**The metal 1 layer**

(1 px per um) Supply wires on this layer in grey.
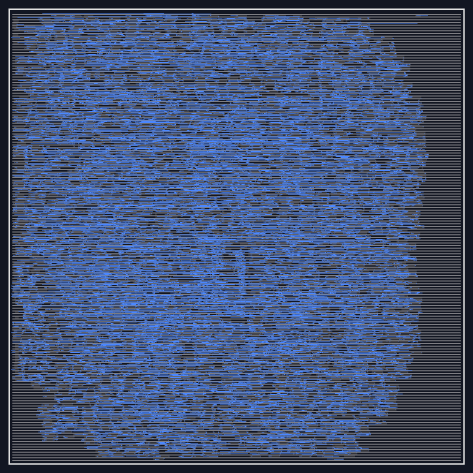
**Met2 routing**

(1 px per um)
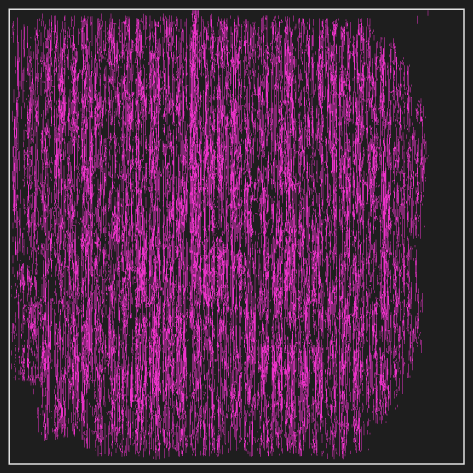
**Metal 3**

(1 px per um)
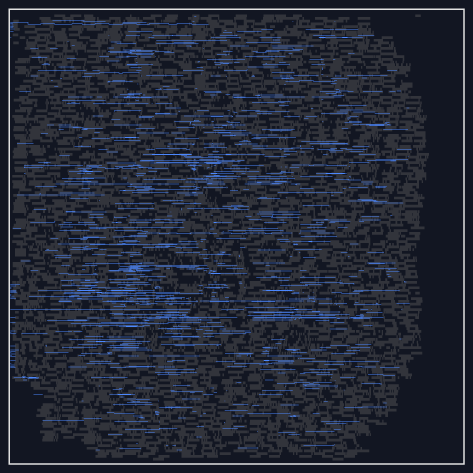
**Met4 routing**

(1 px per um) Supply wires on this layer in grey.
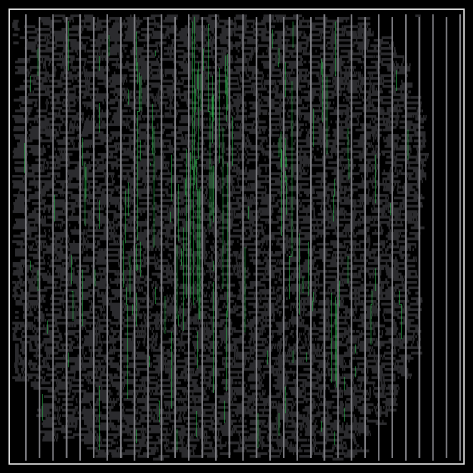
`src/rtl/wimpfi_rx_frame_filter.sv`:
```
// WimpFi receive frame filter: buffers each frame speculatively, commits or rewinds
// it at end of carrier, and streams committed bytes out on a valid/ready port.
module wimpfi_rx_frame_filter #(
    parameter int         DEPTH      = 256,
    parameter int         ERR_W      = 8,
    parameter logic [7:0] BCAST_ADDR = 8'h2A,
    parameter int         MIN_LEN    = 3
) (
    input  logic             clk,
    input  logic             rst_n,
    input  logic [7:0]       mac_addr,
    input  logic             ignore_broadcast,
    input  logic             promisc,
    input  logic [7:0]       in_data,
    input  logic             in_valid,
    input  logic             cardet,
    input  logic             in_error,
    input  logic             crc_ok,
    output logic [7:0]       out_data,
    output logic             out_valid,
    input  logic             out_ready,
    output logic             frame_good,
    output logic             frame_drop,
    output logic [ERR_W-1:0] rerrcnt,
    output logic [1:0]       state
);

    localparam int         AW       = $clog2(DEPTH);
    localparam int         PW       = AW + 1;
    localparam logic [7:0] CRC_TYPE = 8'h31;

    typedef enum logic [1:0] {
        IDLE  = 2'd0,
        RECV  = 2'd1,
        CHECK = 2'd2
    } state_t;

    // Handshake: a byte moves on every rising clk edge where out_valid and out_ready
    // are both high; out_data is held stable while out_valid is high and out_ready low.

    state_t          state_q, state_d;
    logic [7:0]      mem [DEPTH];
    logic [PW-1:0]   wr_spec, wr_commit, rd;
    logic [PW-1:0]   len;
    logic [7:0]      dest, ftype;
    logic            ovf, err;

    logic            full, empty, wr_en, rd_en;
    logic            addr_ok, accept, err_event, have_bytes;

    assign full       = ((wr_spec - rd) == PW'(DEPTH));
    assign empty      = (rd == wr_commit);
    assign wr_en      = (state_q == RECV) && in_valid && !full;
    assign out_valid  = !empty;
    assign rd_en      = out_valid && out_ready;
    assign out_data   = out_valid ? mem[rd[AW-1:0]] : 8'h00;
    assign state      = state_q;

    assign have_bytes = (len != '0);
    assign addr_ok    = promisc || (dest == mac_addr) ||
                        ((dest == BCAST_ADDR) && !ignore_broadcast);
    assign accept     = (len >= PW'(MIN_LEN)) && !ovf && !err && addr_ok &&
                        ((ftype != CRC_TYPE) || crc_ok);
    // A bad address alone is a silent drop; everything else that rejects counts.
    assign err_event  = have_bytes &&
                        (err || ovf || (len < PW'(MIN_LEN)) ||
                         (addr_ok && (ftype == CRC_TYPE) && !crc_ok));

    always_ff @(posedge clk or negedge rst_n) begin
        if (!rst_n) state_q <= IDLE;
        else        state_q <= state_d;
    end

    always_comb begin
        state_d    = state_q;
        frame_good = 1'b0;
        frame_drop = 1'b0;
        case (state_q)
            IDLE:  if (cardet) state_d = RECV;
            RECV:  if (!cardet) state_d = CHECK;
            CHECK: begin
                state_d = cardet ? RECV : IDLE;
                if (have_bytes) begin
                    frame_good = accept;
                    frame_drop = !accept;
                end
            end
            default: state_d = IDLE;
        endcase
    end

    always_ff @(posedge clk) begin
        if (wr_en) mem[wr_spec[AW-1:0]] <= in_data;
    end

    always_ff @(posedge clk or negedge rst_n) begin
        if (!rst_n) begin
            wr_spec   <= '0;
            wr_commit <= '0;
            rd        <= '0;
            len       <= '0;
            dest      <= 8'h00;
            ftype     <= 8'h00;
            ovf       <= 1'b0;
            err       <= 1'b0;
            rerrcnt   <= '0;
        end else begin
            if (rd_en) rd <= rd + PW'(1);
            case (state_q)
                RECV: begin
                    if (in_valid) begin
                        if (len != PW'(DEPTH)) len <= len + PW'(1);
                        if (len == PW'(0)) dest <= in_data;
                        if (len == PW'(2)) ftype <= in_data;
                        if (full) ovf <= 1'b1;
                        else      wr_spec <= wr_spec + PW'(1);
                    end
                    if (in_error) err <= 1'b1;
                end
                CHECK: begin
                    if (have_bytes) begin
                        if (accept) wr_commit <= wr_spec;
                        else        wr_spec   <= wr_commit;
                    end
                    if (err_event && (rerrcnt != '1)) rerrcnt <= rerrcnt + ERR_W'(1);
                    len   <= '0;
                    dest  <= 8'h00;
                    ftype <= 8'h00;
                    ovf   <= 1'b0;
                    err   <= 1'b0;
                end
                default: begin
                    len   <= '0;
                    dest  <= 8'h00;
                    ftype <= 8'h00;
                    ovf   <= 1'b0;
                    err   <= 1'b0;
                end
            endcase
        end
    end

endmodule

```
`config.mk`:
```
export PLATFORM = sky130hd
export DESIGN_NAME = wimpfi_rx_frame_filter
export DESIGN_NICKNAME = d
export VERILOG_FILES = /design/src/rtl/wimpfi_rx_frame_filter.sv
export SDC_FILE = /design/constraint.sdc
export NUM_CORES = 2
export LEC_CHECK = 0
export ABC_AREA = 1
export CORE_MARGIN = 2
export CORE_UTILIZATION = 45
export DETAILED_ROUTE_END_ITERATION = 10
export PLACE_DENSITY_LB_ADDON = 0.12
export SYNTH_ARGS = -nofsm -noshare
export SYNTH_HDL_FRONTEND = slang
export SYNTH_SLANG_ARGS = --single-unit
```
`constraint.sdc`:
```
create_clock -name clk -period 9.36 [get_ports clk]
set_input_delay 0.936 -clock clk [delete_from_list [all_inputs] [get_ports clk]]
set_output_delay 0.936 -clock clk [all_outputs]
set_load 0.01 [all_outputs]
```
==> PnR_summary.wiki <==
== Flow metrics ==
{| class="wikitable"
! Metric !! Value
|-
| Share of layout cells above drive strength 1 || 5.145%
|-
| Global routing met2 resource utilization || 39.37%
|-
| Crit path kind || reg2out
|-
| Highest signal layer in the routed design || met5
|-
| FF+latch area || 63110 um2
|-
| Crit-path max cell delay || 810 ps
|-
| Number of signal-net buffers in the layout || 130
|-
| Dominant power group || registers
|-
| Leakage component of the power || 38.21 nW
|-
| Data required, critical path || 8420 ps
|-
| Post-Route Skew || 28.01 ps
|-
| Deepest clock path buffer count || 3
|-
| Internal Dissipation || 17.79 mW
|-
| Power attributed to the clock group || 8.35 mW
|-
| Cell depth of the worst flop-to-flop path || 13
|-
| Critical path destination || out_data[5]
|-
| Number of nets in the finished design || 8531
|-
| OpenROAD warnings || 74
|-
| Final TNS setup || 0 ps
|-
| Number of global-route vias before repair || 57990
|-
| Congestion Overflow GR || 0
|-
| Clock buffers and inverters, area share || 6.743%
|-
| Combinational power share || 35.3%
|-
| Number of non-filler instances in the completed layout || 11330
|-
| Max FFs per register || 2048
|-
| # resized after CTS || 0
|-
| Largest cells by area || sky130_fd_sc_hd__edfxtp_1 68%, sky130_fd_sc_hd__nand2_1 10%, sky130_fd_sc_hd__nor2_1 4.7%, sky130_fd_sc_hd__nand3_1 4.6%, sky130_fd_sc_hd__inv_1 3.3%
|-
| Mux area share || 0%
|-
| Number of enable-type register cells in the synthesized netlist || 2048
|-
| Post-Place Cell Area || 93030 um2
|-
| Post-CTS Hold Buffers || 0
|-
| Status || complete, no violations
|-
| Share of synthesized cell area in and, or, nand and nor gates || 20.17%
|-
| Number of instances in the placed design || 10930
|-
| Post-route cell area || 99760 um2
|-
| Count of final setup violators || 0
|-
| DRC violation count after routing || 0
|-
| Slew at the pin closest to its max-slew limit || 1325 ps
|-
| Data arrival time of the critical path || 6430 ps
|-
| Highest-delay cell along the critical path || sky130_fd_sc_hd__inv_4
|-
| Nature of the critical path startpoint || flop
|-
| CORE AREA || 200100 um2
|-
| Clock Tree Root || sky130_fd_sc_hd__clkbuf_16
|-
| Fillers || 18070
|-
| Worst path bufs/invs || 7
|-
| Placement Rows || 164
|-
| Worst-path maximum fanout || 99
|-
| Final hold slack || 312.0 ps
|}
Back to the opening pictures, 'the metal 1 layer':
The layer carries 117 mm of wire. The wires run mostly horizontal. The layer holds 45% of the routed length. 8103 nets have wire on it. The longest straight run is 144 um.
global routing met1 resource utilization: 37.02%
Final Routed Wirelength: 260.9 mm

Back to the opening pictures, 'met2 routing':
5751 nets have wire on it. The layer carries 120 mm of wire. The wires run mostly vertical. The layer holds 46% of the routed length. The longest straight run is 154 um.

Back to the opening pictures, 'metal 3':
486 nets have wire on it. The layer holds 6.8% of the routed length. The longest straight run is 180 um. The layer carries 17800 um of wire.
total number of vias: 60670
global-route track usage on met3: 3.597%

Back to the opening pictures, 'met4 routing':
The layer holds 2.5% of the routed length. The longest straight run is 175 um.

Power is estimated from default activity; no workload was simulated.
